**Run 1: metal 1**

Bar = 50 microns. Cells faint in the background.
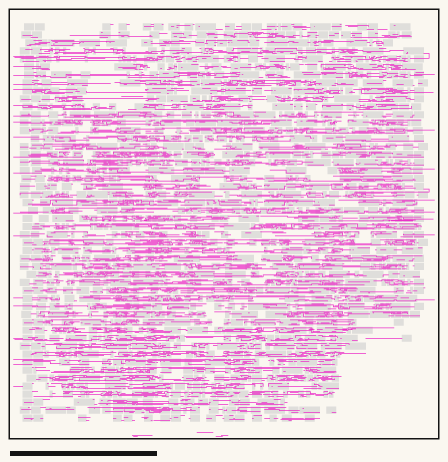
**Run 1: M2 wires**

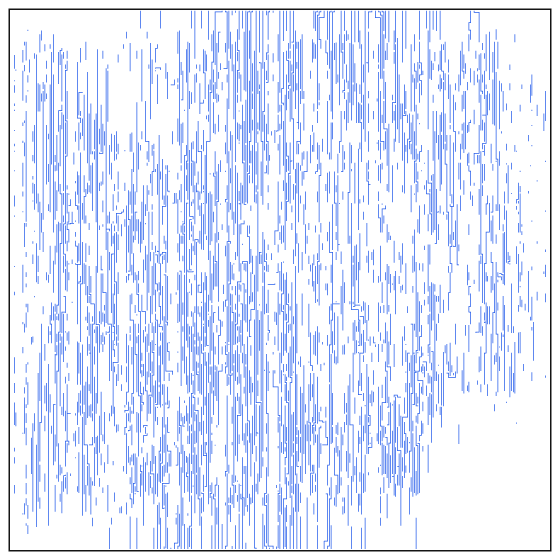
**Run 1: signal wires on met3**

Bar = 50 microns.
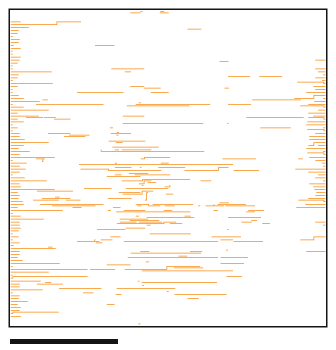
Design if_stage, sky130hd; sources not shown.
==> results.txt, run 1 <==
run metrics: status=completed, top cells by count=217 x nand2_1, 195 x dfxtp_1, 115 x a21oi_1, Yosys chip area=between 9000 and 10000 sq um, Max-Cap Viols=0, synthesized area per cell=between 8 and 9 sq um, Gate power share=27.2%, flop count=a little under 200, FP Util=slightly above 50%, placed instance area=approximately 13000 sq um, antenna violations before repair=0, Slew @ Worst Pin=~0.85 ns, adder share=less than 1%, DR WL met2=14400 microns, mux frac, synth=roughly 10%, Critical Path Fanout Max=12, Routed Antenna Nets=0, clock skew after layout=between 0.01 and 0.015 ns, Post-synth area hogs=dfxtp_1 41%, nand2_1 8.5%, mux2i_1 7.1%, a21oi_1 6.0%, o21ai_0 4.0%, Largest type area fraction=40.7%, Sequential Area=a little under 4000 sq um, # clk buffers=17, CP arrival=between 2 and 2.5 ns, Post-Syn Area=around 9600 sq um, CTS Buf Count=17, first-pass GRT wire length=between 40000 and 50000 microns, cell type with the largest total area=dfxtp_1, asr flop ratio synth=0%, clock group total power=0.00279 W, Top cell excl fill/tap=clkdlybuf4s50_1, Top power group=registers, Port-buffer cells=~260, Post-CTS Hold Buffers=0, FP Rows=about 50, met1 WL=roughly 13000 microns, Yosys Warn Count=0, Die Width=~150 microns, internal cell power=0.00580 W, Post-Place Cells=between 1500 and 2000, Congestion Overflow GR=0, data required time of the critical path=~2.3 ns, Syn Inst Count=1195, syn_nets=~1300, crit path kind=reg -> out, CTS tree=done, worst-path cell chain=inv_1 -> ha_4 -> o21ai_0 -> clkdlybuf4s50_1, sequential share of power=slightly above 40%, Power Combinational=roughly 0.0024 W, met3 WL=about 2800 microns, sequential cell area share=between 20% and 30%, worst hold stages=2, Max Freq=slightly above 0.4 GHz, critical path's top delay family=buffers and inverters, Critical-path top delay cell=clkdlybuf4s50_1, Top Layout Cells=228 x clkdlybuf4s50_1, 217 x nand2_1, 195 x dfxtp_1, non-filler instance count after layout=around 1700, drt pass-1 iters=5, H-tree Lvls=4, Setup TNS Final=0 ns, Antenna Cells=0, total power=about 0.0087 W, DRC=0, largest net degree at the start of global routing=about 78, gr busiest metal=met2, RD Place Congestion=between 0.9 and 1, yosys aoi share=between 10% and 20%, die extent in y=roughly 150 microns, number of cells in Yosys stat=1195, tightest hold margin=0.119 ns, RSZ-0062 raised after global routing=false, Ports=about 260, Fin. Hold Viols=0, Peak VDD IR=between 0.0004 and 0.0005 V, seq pwr=0.00352 W, Comb gate area=roughly 5200 sq um, highest metal used=met4, Tap Cells=260, Synth Seq Share=40.7%, fin. max-slew vios=0, setup slack, reg-to-reg=~0.21 ns, period utilization=roughly 98%, nets=about 1500, vias in the first global route=around 9100, number of DRC markers in iteration 0=roughly 940, Root Driver=clkbuf_16, dpl ws=between 0.2 and 0.25 ns, Net Switching=0.00287 W, CP Depth=4, slew margin rel.=between 40 and 50%, CP Launch Type=flop, non-clk buf share=23.2%, Distinct cells, synth=roughly 58, Inverters, non-clock=10, area delta synth->final=37.1%, Resize count post-CTS=26, R2R cell count=8, Bufs and invs on worst path=2, clock tree buffer depth=2, Design Area, Final=roughly 13000 sq um, PwrDens=660 nW/um^2, Final clock-cell share=about 4.6%, Global Route met1 Usage=about 37%, Latency at later pin=roughly 0.44 ns, Tmin final=about 2.4 ns, kind of end point of the critical path=output pin, count leader, synth=nand2_1, placeable core area=19000 sq um, register clock-pin slew on the reported worst setup and hold paths=roughly 0.070 ns, main flop type=dfxtp_1, die area=between 20000 and 25000 sq um, yosys simple share=approximately a fifth, Post-synth EDFFs=0, crit-path max cell delay=0.67 ns, Clk pwr share=32.2%, multi-input gates=876, share of layout cells above drive strength 1=under 10%
-- 'metal 1' (at the start) --
main direction: horizontal
wire length on this layer: 13100 microns
share of all routed wire: 42%
detailed-route via count: 9700
DRT Wirelength: 31000 microns

-- 'M2 wires' (at the start) --
main direction: vertical
longest straight run: 60.2 microns
nets with wire on the layer: 1262
wire length on this layer: 14400 microns
share of all routed wire: 46%
met2 usage: 45.3%

-- 'signal wires on met3' (at the start) --
wire length on this layer: 2750 microns
longest straight run: 70.8 microns
GR Util met3: 6.48%

**Run 1: clock nets**

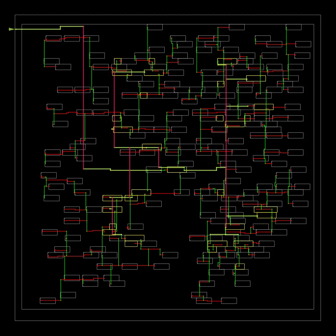

==> run 2, diff against run 1 <==
Settings changed: CORE_MARGIN 3 to unset.
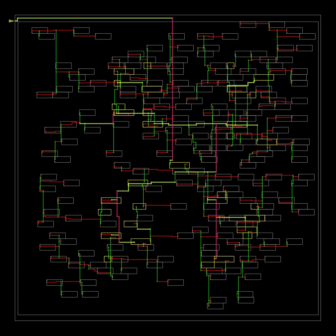
**Above:** run 2 (clock nets).
clock skew after layout: 0.0112 ns
# clk buffers: 17
Sink Count: 195
Latency at later pin: 0.44 ns

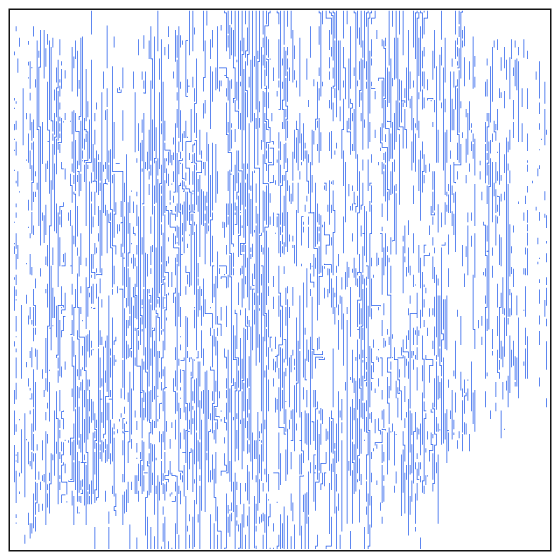
**Above:** run 2 (M2 wires).
met2 usage: 50.3%
DRT Wirelength: 30500 microns
detailed-route via count: 9784

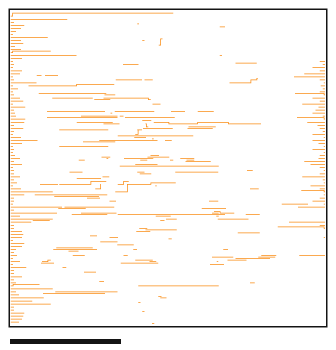
**Above:** run 2 (signal wires on met3).
Bar = 50 microns.
nets with wire on the layer: 242
longest straight run: 72.0 microns
GR Util met3: 5.50%

==> run 2 against run 1 <==
Combinational power increased by 3%; synthesized area is the same; power is 0.11% lower; sequential power hardly changed; count of clock-buffer cells in the layout unchanged; maximum frequency grew 2.2%; first-iteration DRC count increased by 3.0%; clock power is 1% lower; via count rose by 0.87%; critical path depth up 1; sequential share of layout area down 0.28 points; largest cell class unchanged.
==> results.txt, run 2 <==
run metrics: Critical Path Fanout Max=31 (+19), DRC=0 (unchanged), kind of end point of the critical path=output pin, tightest hold margin=0.217 ns (+0.0974 ns), met1 WL=13300 microns (+1.3%), Final clock-cell share=4.52% (-0.091 points), vias in the first global route=9164 (+0.23%), worst hold stages=2 (unchanged), asr flop ratio synth=0% (unchanged), Fin. Hold Viols=0 (unchanged), Post-CTS Hold Buffers=0 (unchanged), crit path kind=reg -> out, placed instance area=12700 sq um (+0.96%), flop count=195 (unchanged), number of DRC markers in iteration 0=967 (+3.0%), CTS Buf Count=17 (unchanged), share of layout cells above drive strength 1=10.0% (+0.69 points), crit-path max cell delay=0.36 ns (-0.31 ns), first-pass GRT wire length=48100 microns (-1.6%), critical path's top delay family=buffers and inverters, yosys simple share=20.8% (unchanged), Top cell excl fill/tap=clkdlybuf4s50_1, register clock-pin slew on the reported worst setup and hold paths=0.07 ns (about the same), Yosys chip area=9580 sq um (unchanged), data required time of the critical path=2.25 ns (about the same), Power Combinational=0.00242 W (+3%), worst-path cell chain=inv_1 -> ha_4 -> buf_12 -> mux2_2 -> dlygate4sd2_1, status=completed, Post-synth EDFFs=0 (unchanged), Bufs and invs on worst path=3 (+1), Ports=259 (unchanged), Global Route met1 Usage=40.5% (+3.4 points), internal cell power=0.00575 W (-0.82%), yosys aoi share=19.8% (unchanged), H-tree Lvls=4 (unchanged), DR WL met2=14400 microns (+0.26%), die extent in y=142 microns (-2.7%), FP Rows=50 (unchanged), seq pwr=0.00350 W (about the same), period utilization=95.4% (-2.1 points), RSZ-0062 raised after global routing=false, placeable core area=19000 sq um (unchanged), gr busiest metal=met2, Tap Cells=260 (unchanged), area delta synth->final=38.4%, drt pass-1 iters=5 (unchanged), RD Place Congestion=0.937 (+1.9%), Routed Antenna Nets=0 (unchanged), cell type with the largest total area=dfxtp_1, Distinct cells, synth=58 (unchanged), Largest type area fraction=40.7% (unchanged), dpl ws=0.201 ns (-0.00101 ns), CP Launch Type=flop, Clk pwr share=31.7% (-0.5 points), Die Width=142 microns (-2.7%), Post-Syn Area=9580 sq um (unchanged), Inverters, non-clock=10 (unchanged), number of cells in Yosys stat=1195 (unchanged), Top power group=registers, Congestion Overflow GR=0 (unchanged), Antenna Cells=0 (unchanged), Synth Seq Share=40.7% (unchanged), highest metal used=met4, total power=0.00866 W (-0.11%), adder share=0.653% (unchanged), FP Util=50.6% (unchanged), synthesized area per cell=8.02 sq um (unchanged), nets=1560 (+0.71%), Yosys Warn Count=0 (unchanged), slew margin rel.=53.3% (+9.9 points), main flop type=dfxtp_1, setup slack, reg-to-reg=0.22 ns (about the same), Comb gate area=5220 sq um (unchanged), Design Area, Final=13300 sq um (+0.96%), fin. max-slew vios=0 (unchanged), met3 WL=2170 microns (-21%), Net Switching=0.00291 W (+1.3%), Post-synth area hogs=dfxtp_1 41%, nand2_1 8.5%, mux2i_1 7.1%, a21oi_1 6.0%, o21ai_0 4.0%, Root Driver=clkbuf_16, syn_nets=1329 (unchanged), Tmin final=2.39 ns (-0.0522 ns), mux frac, synth=10.4% (unchanged), sequential share of power=40.4% (-0.2 points), Sequential Area=3900 sq um (unchanged), Syn Inst Count=1195 (unchanged), combinational share of cell area=about two fifths, FILL cells=approximately 1500, R2R cell count=6 (-2), PwrDens=653 nW/um^2 (-1.1%), Max Freq=0.419 GHz (+2.2%), Peak VDD IR=0.000441 V (-10%), Gate power share=27.9% (+0.7 points), largest net degree at the start of global routing=88 (+13%), antenna violations before repair=0 (unchanged), Top Layout Cells=229 x clkdlybuf4s50_1, 217 x nand2_1, 195 x dfxtp_1, Critical-path top delay cell=dfxtp_1, clock tree buffer depth=2 (unchanged), CP arrival=2.14 ns (-0.05 ns), die area=20100 sq um (-5.4%), non-clk buf share=24.0% (+0.78 points), clock group total power=0.00275 W (-1%), CP Depth=5 (+1), sequential cell area share=29.4% (-0.28 points), Resize count post-CTS=22 (-15%), Setup TNS Final=0 ns (unchanged), CTS tree=done, top cells by count=217 x nand2_1, 195 x dfxtp_1, 115 x a21oi_1, Max-Cap Viols=0 (unchanged), Post-Place Cells=1667 (+0.66%), multi-input gates=876 (unchanged), non-filler instance count after layout=1699 (+0.65%), count leader, synth=nand2_1, Port-buffer cells=258 (unchanged), Slew @ Worst Pin=0.701 ns (-0.148 ns)
No activity file was given, so power comes from the tool's default toggle rates.
